==> run_1/route_heat.png <==
Bar = 20 um. 23 x 23 tiles, from white (low) to dark blue (high), scaled to the fullest tile. Values are wire area over tile area, all layers added.
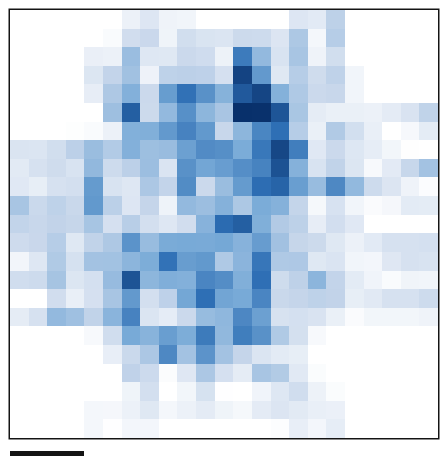
==> run_1/clock_nets.png <==
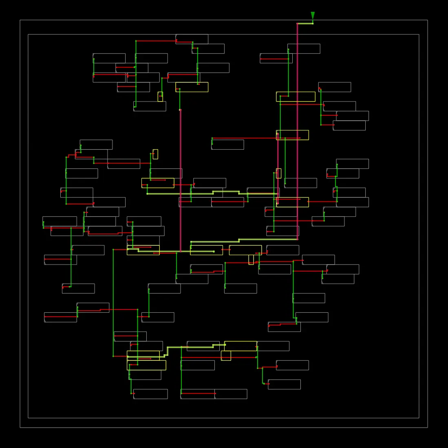
==> run_1/closeup.png <==
Region (38, 38) to (78, 78) um. Cells in grey, sequential cells in the stronger grey; small squares are vias.
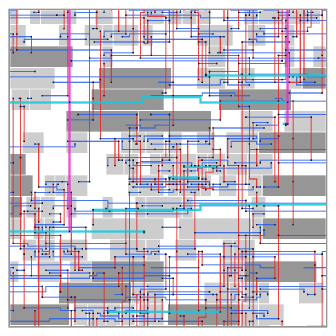
--- config.mk ---
export PLATFORM = sky130hd
export DESIGN_NAME = vga_sync_decoder
export DESIGN_NICKNAME = d
export VERILOG_FILES = /design/src/rtl/vga_sync_decoder.sv
export SDC_FILE = /design/constraint.sdc
export NUM_CORES = 1
export LEC_CHECK = 0
export CORE_MARGIN = 2
export CORE_UTILIZATION = 30
export CTS_BUF_LIST = sky130_fd_sc_hd__clkbuf_16
export DETAILED_ROUTE_END_ITERATION = 10
export HOLD_SLACK_MARGIN = 0.1
export SYNTH_ARGS = -nofsm -noshare
export SYNTH_HDL_FRONTEND = slang
export SYNTH_SLANG_ARGS = --single-unit
--- constraint.sdc ---
create_clock -name clk -period 3.8 [get_ports clk]
set_clock_uncertainty 0.05 [all_clocks]
set_input_delay 0.76 -clock clk [delete_from_list [all_inputs] [get_ports clk]]
set_output_delay 0.76 -clock clk [all_outputs]
set_load 0.01 [all_outputs]
--- src/rtl/vga_sync_decoder.sv ---
// rtl/vga_sync_decoder.sv - recovers pixel position and lock status from raw VGA sync pins
module vga_sync_decoder #(
  parameter int H_TOTAL_EXP = 800,
  parameter int V_TOTAL_EXP = 525,
  parameter int H_START     = 144,
  parameter int V_START     = 35,
  parameter int H_ACTIVE    = 640,
  parameter int V_ACTIVE    = 480,
  parameter int LOCK_FRAMES = 2
) (
  input  logic       clk,
  input  logic       reset_n,
  input  logic       vga_h_sync,
  input  logic       vga_v_sync,
  output logic [9:0] hpos,
  output logic [9:0] vpos,
  output logic       display_on,
  output logic       line_start,
  output logic       frame_start,
  output logic [9:0] h_total,
  output logic [9:0] v_total,
  output logic       locked,
  output logic       sync_err
);

  localparam logic [9:0] H_EXP  = 10'(H_TOTAL_EXP);
  localparam logic [9:0] V_EXP  = 10'(V_TOTAL_EXP);
  localparam logic [9:0] H_LO   = 10'(H_START);
  localparam logic [9:0] H_HI   = 10'(H_START + H_ACTIVE);
  localparam logic [9:0] V_LO   = 10'(V_START);
  localparam logic [9:0] V_HI   = 10'(V_START + V_ACTIVE);
  localparam logic [9:0] HC_MAX = 10'd1023;
  localparam int         GW     = (LOCK_FRAMES < 2) ? 1 : $clog2(LOCK_FRAMES + 1);
  localparam logic [GW-1:0] LF  = GW'(LOCK_FRAMES);

  typedef enum logic [1:0] {SEARCH, CHECK, LOCKED} state_t;

  state_t        state, state_d;
  logic [GW-1:0] good_cnt, good_cnt_d;
  logic [2:0]    hs_sr, vs_sr;
  logic          h_edge, v_edge;
  logic [9:0]    hcount, hcount_d, vcount, vcount_d;
  logic [9:0]    hlen, vlen;
  logic          frame_ok, frame_good, timeout, lost;
  logic          locked_d, disp_d;
  logic [9:0]    hpos_d, vpos_d;

  // [0],[1] synchronize; [2] holds the previous synchronized level for edge detect
  always_ff @(posedge clk or negedge reset_n) begin
    if (!reset_n) begin
      hs_sr <= '1;
      vs_sr <= '1;
    end else begin
      hs_sr <= {hs_sr[1:0], vga_h_sync};
      vs_sr <= {vs_sr[1:0], vga_v_sync};
    end
  end

  assign h_edge = hs_sr[2] & ~hs_sr[1];
  assign v_edge = vs_sr[2] & ~vs_sr[1];

  always_comb begin
    hcount_d = hcount;
    if (h_edge)
      hcount_d = '0;
    else if (hcount != HC_MAX)
      hcount_d = hcount + 10'd1;
    vcount_d = vcount;
    if (v_edge)
      vcount_d = '0;
    else if (h_edge)
      vcount_d = vcount + 10'd1;
    hlen       = hcount + 10'd1;
    vlen       = vcount + 10'd1;
    timeout    = (hcount_d == HC_MAX);
    frame_good = frame_ok && (vlen == V_EXP);
  end

  // FSM: state register
  always_ff @(posedge clk or negedge reset_n) begin
    if (!reset_n) begin
      state    <= SEARCH;
      good_cnt <= '0;
    end else begin
      state    <= state_d;
      good_cnt <= good_cnt_d;
    end
  end

  // FSM: next state; a timeout outranks any frame verdict in the same clk
  always_comb begin
    state_d    = state;
    good_cnt_d = good_cnt;
    lost       = 1'b0;
    if (timeout) begin
      state_d = SEARCH;
      lost    = (state != SEARCH);
    end else if (v_edge) begin
      case (state)
        SEARCH: begin
          state_d    = CHECK;
          good_cnt_d = '0;
        end
        CHECK: begin
          if (frame_good) begin
            good_cnt_d = good_cnt + GW'(1);
            if (good_cnt_d >= LF)
              state_d = LOCKED;
          end else begin
            good_cnt_d = '0;
          end
        end
        LOCKED: begin
          if (!frame_good) begin
            state_d = SEARCH;
            lost    = 1'b1;
          end
        end
        default: state_d = SEARCH;
      endcase
    end
  end

  // FSM: outputs, computed from next-cycle counters so they register in step with them
  always_comb begin
    locked_d = (state_d == LOCKED);
    disp_d   = locked_d && (hcount_d >= H_LO) && (hcount_d < H_HI) &&
               (vcount_d >= V_LO) && (vcount_d < V_HI);
    hpos_d   = disp_d ? (hcount_d - H_LO) : 10'd0;
    vpos_d   = disp_d ? (vcount_d - V_LO) : 10'd0;
  end

  always_ff @(posedge clk or negedge reset_n) begin
    if (!reset_n) begin
      hcount      <= '0;
      vcount      <= '0;
      frame_ok    <= 1'b0;
      h_total     <= '0;
      v_total     <= '0;
      line_start  <= 1'b0;
      frame_start <= 1'b0;
      locked      <= 1'b0;
      sync_err    <= 1'b0;
      display_on  <= 1'b0;
      hpos        <= '0;
      vpos        <= '0;
    end else begin
      hcount      <= hcount_d;
      vcount      <= vcount_d;
      if (v_edge)
        frame_ok <= 1'b1;
      else if (h_edge && (state != SEARCH) && (hlen != H_EXP))
        frame_ok <= 1'b0;
      if (h_edge)
        h_total <= hlen;
      if (v_edge)
        v_total <= vlen;
      line_start  <= h_edge;
      frame_start <= v_edge;
      locked      <= locked_d;
      sync_err    <= lost;
      display_on  <= disp_d;
      hpos        <= hpos_d;
      vpos        <= vpos_d;
    end
  end

endmodule

==> summary.txt, run 1 <==
yosys + openroad results -> status complete, no violations, metal2 WL 3470 um, cell total after placement 583, Max-Cap Viols 0, worst path bufs/invs 2, count of library flops with an enable pin 0, num rows 40, top cells by area dfrtp_1 (47%), nand2_1 (5.5%), xnor2_1 (4.9%), slowest library cell on the worst path or3_1, Period minus WS final 3190 ps, first-pass GRT wire length 14,700 um, post-CTS setup repair buffer count 0, crit-path cells ha_1 -> nand2_1 -> or3_1 -> nand2_1 -> nand2_1 -> inv_1 -> ha_1 -> nor2b_1 -> nand4_1 -> o2111ai_1 -> o211ai_1 -> buf_4 -> nor4b_4, register share after synthesis 51.1%, diode count 0, Final #Nets 437, YS chip area 3740 um^2, chip area 13,400 um^2, type of the worst min-delay path reg -> reg, cycle use final 84.1%, Leak 1.96 nW, crit path DAT 3380 ps, total power 2.07 mW, GPL Wtd Cong 0.844, TritonCTS clock tree built, Finished Layout Cells 599, Via density 4.84, yosys cell count 384, worst slew pin tran 931 ps, uppermost layer routed met4, Remaining DRCs 0, PortBufs 48, First-pass DRT Iterations 4, Syn Inst Count 384, Top-area cell share 46.9%, crit-path most repeated cell nand2_1, maximum vdd ir drop 0.232 mV, PwrDens 442 nW/um^2, Post-CTS Hold Buffers 0, Ys Warns 0, gr ovfl total 0, clock buffer depth 2, cell area after synthesis 3740 um^2, CP max stage delay 540 ps, Clock Pin Slew Worst Setup and Hold Paths 50 ps, setup TNS 0 ps, proportion of layout cells with a drive suffix above 1 8.35%, post-route ant nets 0, Req. time, crit path 3990 ps, core box area 12,100 um^2, Slew Limit Headroom 37.9%, CP Capture Type flip-flop, Die Y 116 um, RSZ-0062 raised after global routing no, floorplan net count 395, setup ws final 606 ps, initial antenna violation count 0, Avg Cell Area, Syn 9.73 um^2, DR iter-0 viols 248, WS Path Type reg -> reg, vias in the first global route 2,819, met3 wire length 488 um, OpenROAD warnings 29, root buffer cell clkbuf_16, Seq cells post-synth 76, Metal-1 WL 4590 um, area leader, netlist dfrtp_1, worst-path fanout max 21, Core Util, Final 38.8%, dpl hpwl 6130 um, maximum clock frequency 313 MHz, Clock H-tree levels 3, ys flop type dfrtp_1, pre-CTS setup slack 630 ps
-- route_heat.png (at the start) --
nearly empty tiles: 27%
tiles over half the peak: 12%
densest ninth of the die: middle
via count: 2,899
Total Wirelength: 8670 um
routed len/inst: 14.5 um
GRT Util Overall: 14.1%

-- clock_nets.png (at the start) --
total CTS buffers: 9
clkbuf count: 9
clk pwr: 0.885 mW
Clock Sinks: 76
Clk Latency, worst-skew pair: 330 ps

-- closeup.png (at the start) --
| colour | layer |
|---|---|
| magenta | M4 |
| cyan | M3 |
| blue | M1 |
| red | M2 |
most frequent: nand2_1 (14), dfrtp_1 (14), a21oi_1 (10)
netlist names of flops here include: vcount (5), hcount (4), good_cnt (2)
cells with their middle in the window: 112
sequential cells in the window: 14

==> run 1: worst paths after layout <==
path                       startpoint          to  slack, ps  cells past startpoint
max in group asynchronous     reset_n     vpos[6]       2580                      1
hold reg to reg              vs_sr[0]    vs_sr[1]        310                      0
hold / removal               vs_sr[0]    vs_sr[1]        310                      0
setup reg to reg            hcount[0]     vpos[5]        610                     13
setup / recovery            hcount[0]     vpos[5]        610                     13
min in group asynchronous     reset_n  h_total[7]        530                      1
==> run 1: stage by stage <==
step                cell area, um^2  hold WS [ps]
finish                         4680           307
global route                   4680           311
CTS                            4680           308
detailed placement             4370           299
global placement               4370           297
floorplan                      3740           295
==> run 1: cell usage in the layout (no fill, tap or decap), types with 5 or more instances in the layout <==
master,netlist,layout
nand3_1,12,12
inv_1,11,12
dfstp_2,6,6
nor2_1,20,20
ha_1,7,7
xnor2_1,21,21
nand4_1,5,5
o21ai_0,30,30
xor2_1,10,10
buf_4,0,9
nor3_1,24,24
a21oi_1,14,14
or3_1,5,5
dfrtp_1,70,70
clkdlybuf4s50_1,0,47
nand2_1,55,55
clkbuf_16,0,9
==> run 1: flip-flops by register name (all words and copies together), names as in the netlist <==
name	cells
display_on	1
line_start	1
frame_start	1
state	2
h_total	10
vcount	10
hs_sr	3
frame_ok	1
vpos	10
v_total	10
sync_err	1
hpos	10
vs_sr	3
locked	1
hcount	10
good_cnt	2
==> run 1: power breakdown <==
part	internal, mW	switching, mW
Clock	0.565	0.320
Combinational	0.111	0.153
Sequential	0.862	0.0582
==> run 1: cells by family after synthesis <==
| logic type | after synthesis | synth area share [%] |
|---|---|---|
| flip-flops | 76 | 51.1 |
| multiplexers | 7 | 1.98 |
| buffers and inverters | 38 | 4.29 |
| AND/OR/NAND/NOR | 156 | 21.8 |
| AND-OR/OR-AND | 69 | 11.2 |
| XOR/XNOR | 31 | 7.27 |
| adder cells (fa/ha/maj) | 7 | 2.34 |
==> run 1: worst reg2reg max path, delay by kind of cell, from the launching register on <==
kind                     cells  cell delay, ps
buffers and inverters        2             390
adder cells (fa/ha/maj)      2             490
AND-OR/OR-AND                2             360
flip-flops                   1             460
AND/OR/NAND/NOR              7            1380
==> run 1: metal layers <==
layer	up-vias	global-route usage, %
met5	-	0
met4	0	5.70
met3	8	3.56
met2	79	18.5
met1	1379	21.8
li1	1433	-
==> run 1: cells in the mapped netlist, drive strengths merged, types with 6 or more instances <==
library cell and n:
xnor2 21, buf 12, nor3 24, clkbuf 13, nor4 7, nor2 20, o21ai 30, dfstp 6
nand2 55, xor2 10, nand3 12, a21oi 14, inv 12, ha 7, dfrtp 70, nand4 6
==> run 1: final cells by class <==
| class | count | area, um^2 |
|---|---|---|
| inverter | 13 | 48.8 |
| multi-input combinational | 270 | 1670 |
| timing repair buffer | 56 | 538 |
| fill | 1171 | 7380 |
| clock inverter | 7 | 82.6 |
| clock buffer | 9 | 225 |
| sequential | 76 | 1910 |
| tap | 168 | 210 |
==> run_1/m3.png <==
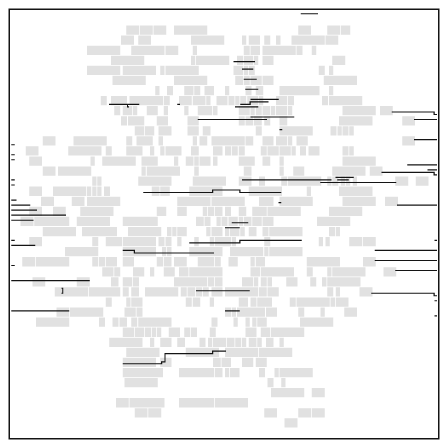

==> run 1 -> run 2 <==
clock period = 3 ns   (was 3.8 ns; I/O delays follow)
==> run_2/m3.png <==
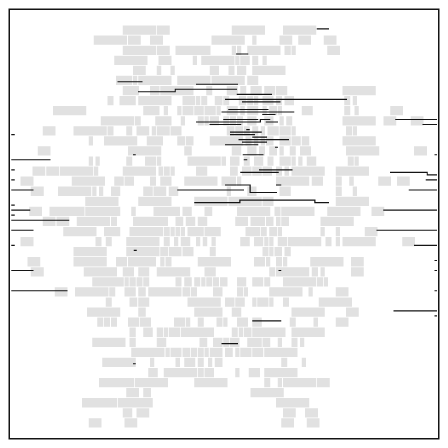
nets with wire on the layer: 51
main direction: horizontal
wire length on this layer: 489 um
met3 usage: 2.93%
via count: 2,951
Total Wirelength: 9140 um

==> run_2/route_heat.png <==
Bar = 20 um. 23 x 23 tiles, from white (low) to dark blue (high), scaled to the fullest tile. Values are wire area over tile area, all layers added.
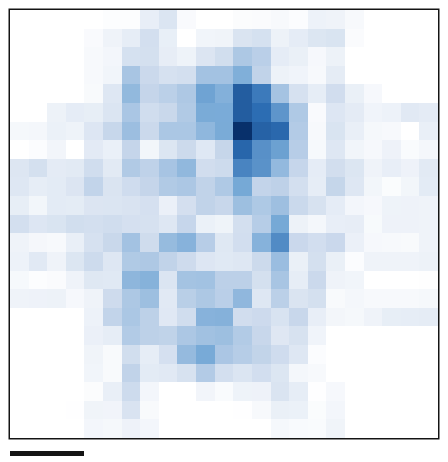
mean over tiles: 0.11
emptiest ninth of the die: bottom right
tiles over half the peak: 3.4%
nearly empty tiles: 26%
fullest tile: 0.76
GRT Util Overall: 14.5%
routed len/inst: 14.8 um

==> run 2 against run 1 <==
Worst setup slack worse by 430 ps. Worst hold slack worse by 2.0 ps. Sequential share of layout area is 1.0 points lower. Synthesized cell count stayed put. Combinational power is 49% higher. Critical path type unchanged. Highest routed layer unchanged.
==> summary.txt, run 2 <==
yosys + openroad results -> first-pass GRT wire length 15,000 um, DR iter-0 viols 220, Slew Limit Headroom 36.3%, Hold Startpoint hs_sr[0], Syn Inst Count 384, Die Y 116 um, Seq cells post-synth 76, WS Path Type reg -> reg, met2 global-route usage 19.8%, area leader, netlist dfrtp_1, hold path endpoint hs_sr[1], PwrDens 523 nW/um^2, MUX share of area 1.98%, Logic pwr share 15.7%, Worst R2R Setup Slack 170 ps, cell area after synthesis 3740 um^2, CP Capture Type flip-flop, Max-Cap Viols 0, num rows 40, Final #Nets 454, TritonCTS clock tree built, top cells by area dfrtp_1 (47%), nand2_1 (5.5%), xnor2_1 (4.9%), Via density 4.79, gr ovfl total 0, Hold Slack 305 ps, clock buffer depth 2, worst reg2reg endpoint hpos[1], core box area 12,100 um^2, Commonest cells post-synth dfrtp_1 (70), nand2_1 (55), o21ai_0 (30), nor3_1 (24), xnor2_1 (21), crit-path cells ha_4 -> and2_2 -> or4_1 -> o211ai_1 -> nor4b_1 -> and3_1 -> or2_1 -> buf_12 -> nor4_2, PortBufs 48, Top-area cell share 46.9%, proportion of layout cells with a drive suffix above 1 12.9%, Clock Sinks 76, hold depth 0, status complete, no violations, Remaining DRCs 0, worst path bufs/invs 1, floorplan net count 395, busiest grt layer met1, Ys Warns 0, Post-CTS Hold Buffers 0, YS chip area 3740 um^2, Clock H-tree levels 3
==> run_2/clock_wires.png <==
Bar = 20 um.
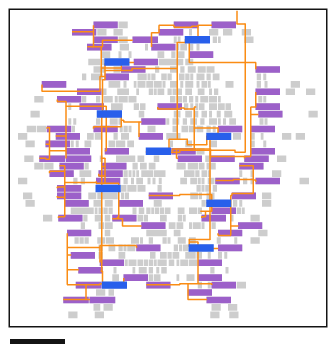
[orange] clock wires | length: 1,060 um
[purple] flip-flops | count: 76
[blue] clock-net drivers | count: 9
routed clock nets: 10
Clk Latency, worst-skew pair: 340 ps
Clock power frac: 38.4%
clk pwr: 0.965 mW

-- run 2: cell counts after synthesis --
Identical to the previous run, type by type.
-- run 2: stage by stage --
stage          area (um^2)  utilization [%]  power [mW]  setup slack [ps]
5_1_grt               4800             39.8        2.63              9.90
3_5_place_dp          4530             37.5        1.55               106
2_1_floorplan         3760                -        1.36              26.7
4_1_cts               4790             39.7        2.52              83.5
6_report              4800             39.8        2.51               175
3_3_place_gp          4530             37.5        1.55               192
-- run 2: kinds of logic (layout without fill, tap and decap cells) --
group                    count (synthesis)  in the layout
AND-OR/OR-AND                           69             69
XOR/XNOR                                31             31
adder cells (fa/ha/maj)                  7              7
buffers and inverters                   38            102
flip-flops                              76             76
multiplexers                             7              7
AND/OR/NAND/NOR                        156            156
-- run 2: what timing repair did --
item / in CTS / in global routing
resized: 0 / 5
endpoints found under the hold margin: 0 / 0
buffers inserted: 0 / 0
setup endpoints to repair: 0 / 24
-- run 2: worst max-delay path by stage --
stage	slack (ps)	to	startpoint	depth (start not counted)
floorplan	30	vpos[2]	hs_sr[2]	14
global placement	190	vpos[5]	hcount[1]	9
detailed placement	110	hpos[1]	hcount[1]	9
CTS	80	vpos[5]	hcount[1]	9
global route	10	hpos[8]	vcount[0]	9
finish	170	hpos[1]	hcount[1]	9
-- run 2: area by class of cell --
cell class / instances / area [um^2]
Sequential cell: 76 / 1910
Clock buffer: 9 / 225
Inverter: 13 / 48.8
Multi-Input combinational cell: 270 / 1690
Fill cell: 1190 / 7260
Tap cell: 168 / 210
Clock inverter: 7 / 37.5
Timing Repair Buffer: 73 / 678
-- run 2: routing by layer --
metal / routed length [um] / share of wire [%] / vias up
li1: - / - / 1459
met1: 4590 / 50 / 1388
met2: 3860 / 42 / 87
met3: 488 / 5.3 / 17
met4: 199 / 2.2 / 0
met5: 0 / 0 / -
-- run 2: power groups by stage --
stage	Clock [mW]	Sequential, mW	Combinational (mW)
final	0.965	1.16	0.394
after global routing	1.03	1.17	0.435
after CTS	0.989	1.15	0.382
after detailed placement	0	1.17	0.380
after global placement	0	1.17	0.381
after floorplan	0	1.16	0.205
==> run_2/closeup.png <==
Region (38, 38) to (78, 78) um. Cells in grey, sequential cells in the stronger grey; small squares are vias.
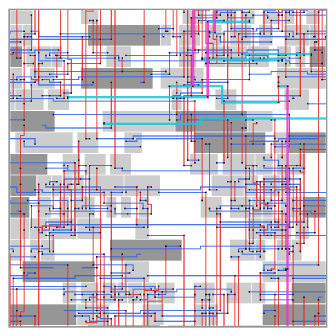

==> run 2 -> run 3 <==
CAP_MARGIN = 20   (was not set)
MAX_ROUTING_LAYER = met4   (was not set)
SETUP_SLACK_MARGIN = 0.05   (was not set)
==> run_3/closeup.png <==
Region (38, 38) to (78, 78) um. Cells in grey, sequential cells in the stronger grey; small squares are vias.
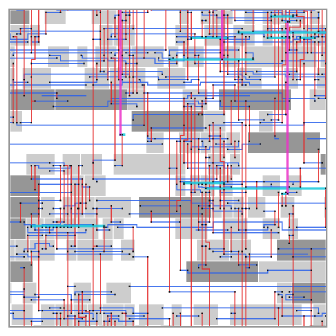
| colour | layer |
|---|---|
| red | M2 |
| cyan | M3 |
| magenta | M4 |
| blue | M1 |
sequential cells in the window: 8
cells with their middle in the window: 114
netlist names of flops here include: hcount (3), good_cnt (2), state (2)
most frequent: nand2_1 (18), buf_4 (10)

==> run_3/route_heat.png <==
Bar = 20 um. 23 x 23 tiles, from white (low) to dark blue (high), scaled to the fullest tile. Values are wire area over tile area, all layers added.
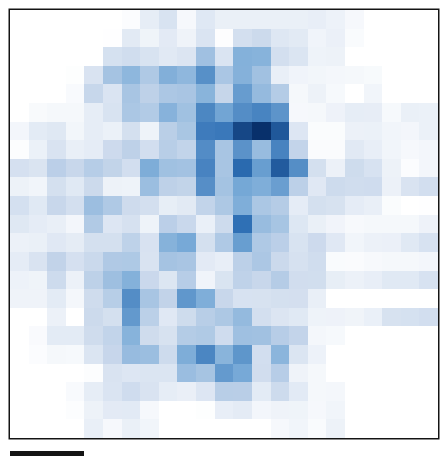
nearly empty tiles: 23%
mean over tiles: 0.11
fullest tile: 0.63
emptiest ninth of the die: bottom right
tiles over half the peak: 6.2%
Total Wirelength: 9250 um
routed len/inst: 14.8 um

==> run 3 against run 2 <==
Flip-flop count unchanged. Clock-buffer cell count unchanged. First-iteration DRC count down 20%. Synthesized area did not move. Sequential power barely moved. Total power up 6.0%. Largest cell class unchanged. Routed wire length grew 1.2%. Maximum frequency grew 0.69%. Critical endpoint is now vpos[5]. Highest routed layer unchanged. Critical path type unchanged. Worst setup slack improved by 19 ps.
==> summary.txt, run 3 <==
yosys + openroad results -> Seq cells post-synth 76, Worst R2R Setup Slack 190 ps, ys flop type dfrtp_1, Setup crit end vpos[5], core box area 12,100 um^2, vias in the first global route 2,916, cycle use final 93.5%, Max-Cap Viols 0, Commonest Layout Cell dfrtp_1, diode count 0, fp util 31.0%, setup TNS 0 ps, worst reg2reg endpoint vpos[5], PwrDens 542 nW/um^2, worst slew pin tran 936 ps, count of library flops with an enable pin 0, first-pass GRT wire length 15,300 um, DR iter-0 viols 176, Slew Limit Headroom 37.6%, post-route ant nets 0, dpl hpwl 6570 um, initial antenna violation count 0, proportion of layout cells with a drive suffix above 1 14.7%, Die Y 116 um, Syn Inst Count 384, WS Path Type reg -> reg, setup ws final 194 ps, First-pass DRT Iterations 5, yosys cell count 384, Leak 2.08 nW, Remaining DRCs 0, number of fill cells in the layout 1,189, pre-CTS setup slack 132 ps, Via density 4.77, GRT Util Overall 15.1%, top cells by area dfrtp_1 (47%), nand2_1 (5.5%), xnor2_1 (4.9%), num rows 40, Ys Warns 0, type of the worst min-delay path reg -> reg, Final #Nets 461, Period minus WS final 2810 ps, chip area 13,400 um^2, Yosys top cell by instances dfrtp_1, clock buffer depth 2, total power 2.67 mW, status complete, no violations, OpenROAD warnings 29, crit path DAT 3000 ps, critical path launch point vcount[0], maximum clock frequency 356 MHz, PortBufs 48, Clock Pin Slew Worst Setup and Hold Paths 60 ps, root buffer cell clkbuf_16, maximum vdd ir drop 0.184 mV, Clock H-tree levels 3, total CTS buffers 9, floorplan net count 395, Hold Slack 308 ps, cell area after synthesis 3740 um^2, Critical R2R Launch vcount[0], Avg Cell Area, Syn 9.73 um^2, storage element area 1910 um^2, Commonest cells post-synth dfrtp_1 (70), nand2_1 (55), o21ai_0 (30), nor3_1 (24), xnor2_1 (21), area leader, netlist dfrtp_1, Logic area 1710 um^2, GPL Wtd Cong 0.893, Top-area cell share 46.9%, register share after synthesis 51.1%, CP Capture Type flip-flop, TritonCTS clock tree built, gr ovfl total 0, RSZ-0062 raised after global routing no, Core Util, Final 40.8%, Req. time, crit path 3190 ps, worst-path fanout max 19, Clock Sinks 76, YS chip area 3740 um^2, R2R cell count 7, Top cells excl fill/tap dfrtp_1 (69), nand2_1 (55), clkdlybuf4s50_1 (47), Clk Latency, worst-skew pair 330 ps
==> run_3/m3.png <==
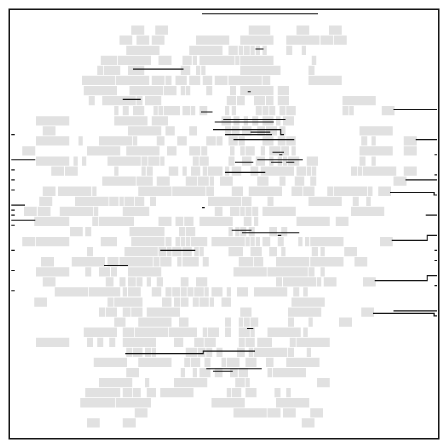
met3 usage: 2.09%
via count: 2,969

## run 3: cell types whose count changed in the layout (fill, tap and decap cells not counted), sizes merged
cell / before / now
bufinv: 0 / 2
buf: 26 / 33
clkinv: 5 / 3
## run 3: layer usage
layer	wire, um	GRT usage, %	up-vias
li1	-	-	1473
met1	4700	22.1	1405
met2	4030	20.7	83
met3	393	2.09	8
met4	119	6.75	0
met5	0	-	-
## run 3: worst min-delay path by stage
stage	slack [ps]	cells after the start	from	end
CTS	310	0	vs_sr[0]	vs_sr[1]
detailed placement	300	0	vs_sr[0]	vs_sr[1]
finish	310	0	vs_sr[0]	vs_sr[1]
floorplan	250	0	reset_n	display_on
global route	310	0	hs_sr[0]	hs_sr[1]
global placement	300	0	vs_sr[0]	vs_sr[1]
## run 3: final cells by class
class / count / share of cell area, %
inverters: 13 / 0.993
well taps: 168 / 4.28
multi-input cells: 270 / 34.7
clock inverters: 7 / 1.71
clock buffers: 9 / 4.58
flip-flops and latches: 76 / 38.9
repair buffers: 80 / 14.9
## run 3: timing repair
action                     in CTS  in global routing
setup endpoints to repair       0                 23
gates resized                   0                  7
hold buffers                    0                  0
buffers inserted                0                  2
## run 3: worst max-delay path: stages, from the launching register on
cell and delay (ps):
dfrtp_1 480, nand3_1 160, or4_1 560, a2111o_1 530
a21o_1 210, or2_1 270, buf_12 180, nor4b_4 260
## run 3: power breakdown
group / internal (mW) / switching [mW]
combinational: 0.177 / 0.225
clock: 0.717 / 0.393
sequential: 1.09 / 0.0608
total: 1.99 / 0.678
## run 3: through the flow
stage,cells,instance area [um^2]
2_1_floorplan,384,3760
3_3_place_gp,605,4560
3_5_place_dp,605,4560
4_1_cts,621,4870
5_1_grt,623,4920
6_report,623,4920
## run 3: cell families (layout without fill, tap and decap cells)
logic type	after synthesis	in the layout	synth area share [%]
AND-OR/OR-AND	69	69	11.2
XOR/XNOR	31	31	7.27
adder cells (fa/ha/maj)	7	7	2.34
buffers and inverters	38	109	4.29
flip-flops	76	76	51.1
multiplexers	7	7	1.98
AND/OR/NAND/NOR	156	156	21.8
Power and IR drop assume default switching activity.
